==> src/rtl/project_pwm_peripheral_pkg.sv <==
// Shared state encodings for the dead-band pair FSM and future multi-channel wrappers.
// Latency: n/a (definitions only).
// Backpressure: n/a.
package project_pwm_peripheral_pkg;

    localparam logic [2:0] ST_OFF      = 3'd0;
    localparam logic [2:0] ST_LOW      = 3'd1;
    localparam logic [2:0] ST_RED_WAIT = 3'd2;
    localparam logic [2:0] ST_HIGH     = 3'd3;
    localparam logic [2:0] ST_FED_WAIT = 3'd4;

    typedef enum logic [2:0] {
        S_OFF      = ST_OFF,
        S_LOW      = ST_LOW,
        S_RED_WAIT = ST_RED_WAIT,
        S_HIGH     = ST_HIGH,
        S_FED_WAIT = ST_FED_WAIT
    } state_e;

    // Both switches held off while a dead-time interval runs.
    function automatic logic is_dead(input state_e s);
        return (s == S_RED_WAIT) || (s == S_FED_WAIT);
    endfunction

endpackage

==> src/rtl/project_pwm_peripheral_dt_counter.sv <==
// Dead-time down-counter: load has priority, otherwise decrement when enabled.
// Latency: load/decrement take effect on the next clock edge; cnt_one is combinational from the count.
// Backpressure: none; the count saturates at zero so it can never wrap.
module project_pwm_peripheral_dt_counter #(
    parameter int DW = 4
) (
    input  logic          clk,
    input  logic          reset,
    input  logic          load,
    input  logic [DW-1:0] load_val,
    input  logic          dec,
    output logic          cnt_one
);

    logic [DW-1:0] cnt;

    // Count register: reset to zero, load on strobe, otherwise count down without wrapping.
    always_ff @(posedge clk) begin
        if (reset) begin
            cnt <= '0;
        end else if (load) begin
            cnt <= load_val;
        end else if (dec && (cnt != '0)) begin
            cnt <= cnt - 1'b1;
        end
    end

    assign cnt_one = (cnt == DW'(1));

endmodule

==> src/rtl/project_pwm_peripheral_deadband_pair.sv <==
// Complementary high/low drive pair with independent rising/falling dead time and short-pulse suppression.
// Latency: one cycle from i_pwm to outputs; dead time adds RED/FED cycles. Optional macro: DEADBAND_SHADOW_EN.
// Backpressure: none; input pulses shorter than the active dead time are swallowed and flagged on o_swallow.
module project_pwm_peripheral_deadband_pair
    import project_pwm_peripheral_pkg::*;
#(
    parameter int DW = 4
) (
    input  logic          i_clk,
    input  logic          i_reset,
    input  logic          i_pwm,
    input  logic [DW-1:0] i_red,
    input  logic [DW-1:0] i_fed,
`ifdef DEADBAND_SHADOW_EN
    input  logic          i_update,
`endif
    output logic          o_pwm_h,
    output logic          o_pwm_l,
    output logic          o_dead,
    output logic          o_swallow
);

    logic [DW-1:0] red_eff;
    logic [DW-1:0] fed_eff;

`ifdef DEADBAND_SHADOW_EN
    logic [DW-1:0] red_shadow;
    logic [DW-1:0] fed_shadow;

    // Shadow delay registers so software can retune both delays atomically.
    always_ff @(posedge i_clk) begin
        if (i_reset) begin
            red_shadow <= '0;
            fed_shadow <= '0;
        end else if (i_update) begin
            red_shadow <= i_red;
            fed_shadow <= i_fed;
        end
    end

    assign red_eff = red_shadow;
    assign fed_eff = fed_shadow;
`else
    assign red_eff = i_red;
    assign fed_eff = i_fed;
`endif

    state_e        state_q;
    state_e        state_d;
    logic          cnt_load;
    logic [DW-1:0] cnt_val;
    logic          cnt_dec;
    logic          cnt_one;
    logic          swallow_d;

    project_pwm_peripheral_dt_counter #(
        .DW (DW)
    ) u_dt_counter (
        .clk      (i_clk),
        .reset    (i_reset),
        .load     (cnt_load),
        .load_val (cnt_val),
        .dec      (cnt_dec),
        .cnt_one  (cnt_one)
    );

    // Next-state logic; delays are captured into the counter only when a wait state is entered.
    always_comb begin
        state_d   = state_q;
        cnt_load  = 1'b0;
        cnt_val   = red_eff;
        cnt_dec   = 1'b0;
        swallow_d = 1'b0;
        case (state_q)
            S_OFF, S_LOW: begin
                if (i_pwm) begin
                    if (red_eff == '0) begin
                        state_d = S_HIGH;
                    end else begin
                        state_d  = S_RED_WAIT;
                        cnt_load = 1'b1;
                        cnt_val  = red_eff;
                    end
                end else begin
                    state_d = S_LOW;
                end
            end
            S_RED_WAIT: begin
                cnt_dec = 1'b1;
                if (!i_pwm) begin
                    state_d   = S_LOW;
                    swallow_d = 1'b1;
                end else if (cnt_one) begin
                    state_d = S_HIGH;
                end
            end
            S_HIGH: begin
                if (!i_pwm) begin
                    if (fed_eff == '0) begin
                        state_d = S_LOW;
                    end else begin
                        state_d  = S_FED_WAIT;
                        cnt_load = 1'b1;
                        cnt_val  = fed_eff;
                    end
                end
            end
            S_FED_WAIT: begin
                cnt_dec = 1'b1;
                if (i_pwm) begin
                    state_d   = S_HIGH;
                    swallow_d = 1'b1;
                end else if (cnt_one) begin
                    state_d = S_LOW;
                end
            end
            default: begin
                state_d = S_OFF;
            end
        endcase
    end

    // State and output registers; outputs decoded from next state so they switch with the state register.
    always_ff @(posedge i_clk) begin
        if (i_reset) begin
            state_q   <= S_OFF;
            o_pwm_h   <= 1'b0;
            o_pwm_l   <= 1'b0;
            o_dead    <= 1'b0;
            o_swallow <= 1'b0;
        end else begin
            state_q   <= state_d;
            o_pwm_h   <= (state_d == S_HIGH);
            o_pwm_l   <= (state_d == S_LOW);
            o_dead    <= is_dead(state_d);
            o_swallow <= swallow_d;
        end
    end

endmodule
==> config.mk <==
export PLATFORM = sky130hd
export DESIGN_NAME = project_pwm_peripheral_deadband_pair
export DESIGN_NICKNAME = d
export VERILOG_FILES = /design/src/rtl/project_pwm_peripheral_pkg.sv /design/src/rtl/project_pwm_peripheral_dt_counter.sv /design/src/rtl/project_pwm_peripheral_deadband_pair.sv
export SDC_FILE = /design/constraint.sdc
export NUM_CORES = 1
export LEC_CHECK = 0
export CORE_UTILIZATION = 43
export CTS_CLUSTER_SIZE = 16
export DETAILED_ROUTE_END_ITERATION = 6
export PLACE_DENSITY = 0.8
export SETUP_SLACK_MARGIN = 0.3
export SYNTH_ARGS = -nofsm -noshare
export SYNTH_HDL_FRONTEND = slang
export SYNTH_SLANG_ARGS = --single-unit
==> constraint.sdc <==
create_clock -name i_clk -period 1.79 [get_ports i_clk]
set_input_delay 0.358 -clock i_clk [delete_from_list [all_inputs] [get_ports i_clk]]
set_output_delay 0.358 -clock i_clk [all_outputs]
set_load 0.005 [all_outputs]
==> impl_metrics.ini <==
; yosys + openroad results
[worst_hold_path]
worstHoldEndpoint = u_dt_counter.cnt[2]
hold_path.class = in -> reg
holdPathStages = 3

[yosys]
dominant_cell_area_share_pct = 31.3
post_synth_most_frequent_cells = 11 x sky130_fd_sc_hd__dfxtp_1, 5 x sky130_fd_sc_hd__a211oi_1, 4 x sky130_fd_sc_hd__inv_1
netlist.top_cell.by_area = sky130_fd_sc_hd__dfxtp_1
syn-mean-instance-area_um2 = 10.0
netlist_cell_types = 41
yosys_most_used_dff = sky130_fd_sc_hd__dfxtp_1
synth-seq-cells = 11
total_cell_area_reported_by_yosys_after_synthesis_um2 = 703
synthesis.yosys.warnings = 0
synthCells = 70
netlist_area_um2 = 703
seq_area_frac_synth_pct = 31.3

[grt]
grt_pass1_wl_mm = 2.62
grt_max_degree = 11
globalRoute.totalOverflow = 0
grt_pass1_vias = 576
initial_antenna_violation_count = 0
globalRouteTotalUtil_pct = 19.5

[floorplanning]
core_util_at_fp_pct = 46.1
rows = 14
floorplan.die.height_um = 42.4
core_mm2 = 0.00152
ioPinCount = 15

[final_timing]
setup-violations-final = 0
worstMarginPinSlew_ns = 0.419
fin_crit_ns = 1.53
rsz0062_at_grt = true
finalMaxSlewViolations = 0
timing.max_slew.rel_slack_pct = 72.0
clock.fmax_mhz = 655
final.hold.worst_slack_ns = 0.490
clock_skew_ns = 0.000461
finalClockPeriodUsage_pct = 85.3
fin_tns_setup_ns = 0

[clock_network]
clock-root-buffer = sky130_fd_sc_hd__clkbuf_4
cts_tree = done
cts-htree-levels = 1
tritoncts_num_sinks = 11

[routing]
vias_per_cell = 5.88
routed_length_per_instance_um = 15.2
met2_wirelength_um = 888
drt-initial-drc-count = 5
pre_repair_dr_iteration_count = 4
wl_met1_um = 736
antenna_violating_nets_post_route = 0

[setup_path]
worstSetupEndpointType = register
setup.reg_to_reg.worst_slack_ns = 0.26
crit_required_ns = 1.97
max_stage_delay_ns = 0.37
worst_reg2reg_path_endpoint = u_dt_counter.cnt[1]
startpoint_type = register
worstSetupEndpoint = u_dt_counter.cnt[1]
crit_chain = inv_2 -> ha_2 -> nor3b_4 -> a211oi_4 -> mux2_4 -> a211oi_2
critical_path_depth = 6
crit_family = AND-OR/OR-AND gates
worstRegToRegCells = 6
critPathSlowestCell = sky130_fd_sc_hd__dfxtp_4
critical_path_buf_inv_count = 1
crit_path_max_fanout = 4
critPathKind = reg -> reg

[placed_design]
io_buffers = 14
place_area_um2 = 925
place_congestion = 0.804
dpl.hpwl_mm = 1.22
dpl.cell_count = 106
placement_stage_worst_setup_slack_ns = -0.233

[finish]
layout.cells.most_common = sky130_fd_sc_hd__buf_4
final-instance-count-excl-fill = 114
syn_to_final_growth_pct = 43.1
layout-drive-gt1-share_pct = 41.8
nNetsFinal = 113

[power_and_ir_drop]
leakage_nw = 0.406
power.density_mw_per_mm2 = 661
vdd_drop_max_mv = 0.409

[outcome]
outcome = completed

[flow_run]
openroad.warnings = 31
==> routing by layer <==
| metal | vias to the layer above | GRT usage (%) |
|---|---|---|
| met2 | 21 | 34.8 |
| met4 | 0 | 3.75 |
| met5 | - | 0 |
| li1 | 328 | - |
| met3 | 2 | 6.47 |
| met1 | 319 | 22.7 |
==> area by class of cell <==
class,instances,area [um^2],share of cell area (%)
Sequential cell,11,228,22.6
Inverter,4,15.0,1.49
Clock buffer,4,26.3,2.61
Multi-Input combinational cell,53,504,50.1
Tap cell,16,20.0,1.99
Timing Repair Buffer,26,213,21.1
==> tightest hold or removal path: stages <==
cell and delay (ns):
sky130_fd_sc_hd__clkbuf_2 0.10, sky130_fd_sc_hd__a221oi_2 0.06, sky130_fd_sc_hd__a211oi_1 0.19
==> report_power, final <==
part | internal [mW] | leakage, nW | total [mW] | switching (mW)
clock network | 0.0861 | 0.0150 | 0.172 | 0.0860
logic | 0.114 | 0.299 | 0.204 | 0.0910
registers | 0.265 | 0.0923 | 0.288 | 0.0233
total | 0.464 | 0.406 | 0.665 | 0.200
==> logic make-up (layout without fill, tap and decap cells) <==
family / Yosys count / after routing / share of synthesized area [%]
compound gates: 24 / 24 / 32.2
simple gates: 22 / 22 / 21.2
flops: 11 / 11 / 31.3
buf+inv: 6 / 34 / 4.62
fa+ha+maj: 3 / 3 / 5.34
xor+xnor: 3 / 3 / 3.74
mux: 1 / 1 / 1.60
==> flip-flops by register name, summed over array words and instances, names as in the netlist <==
| name | cells |
|---|---|
| o_dead | 1 |
| u_dt_counter.cnt | 4 |
| state_q | 3 |
| o_pwm_l | 1 |
| o_pwm_h | 1 |
| o_swallow | 1 |
==> repair_timing <==
action / CTS / global route
pin swaps: 9 / 10
resized: 17 / 11
endpoints found under the hold margin: 0 / 0
setup buffers: 1 / 3
setup endpoints to repair: 9 / 9
==> images/gates.png <==
Scale: 6 px per um.
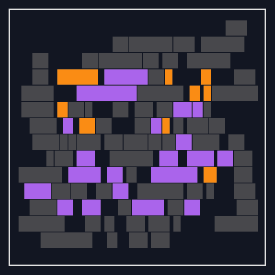
legend:
  aoi and oai cells:
    colour: purple
    cells: 20
    most_used: a211oi_1
  nor cells:
    colour: orange
    cells: 9

==> images/clock_nets.png <==
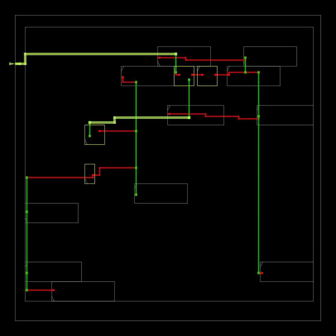
number of clock buffers inserted by TritonCTS: 3
FF+latch count: 11
clock tree buffer count of the final layout: 4

==> images/floorplan.png <==
Scale: 10 px per um. Pins as bars on the die edge.
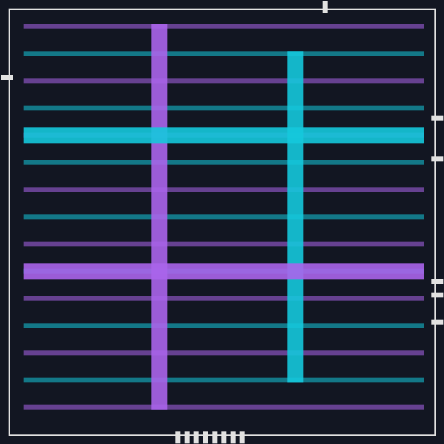
legend:
  VSS:
    colour: purple
  VDD:
    colour: cyan
signal pins: 15
met4 straps: 2
rows: 14
met1 rails: 15
met5 straps: 2

==> images/layers.png <==
Scale: 12 px per um.
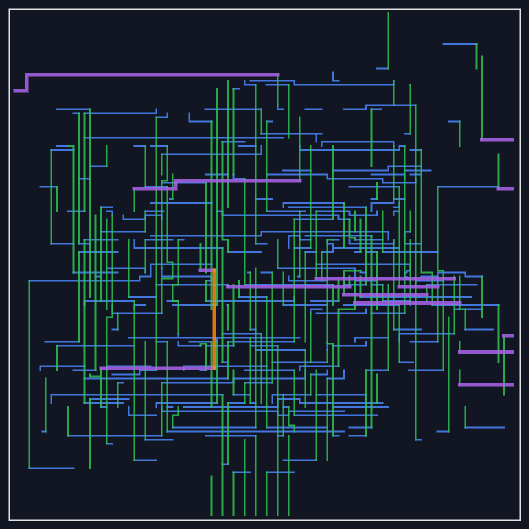
legend:
  M4:
    colour: orange
    wire_length: 8.20 um
  M2:
    colour: green
    wire_length: 889 um
  M1:
    colour: blue
    wire_length: 737 um
  M3:
    colour: purple
    wire_length: 102 um

Power is estimated from default activity; no workload was simulated.
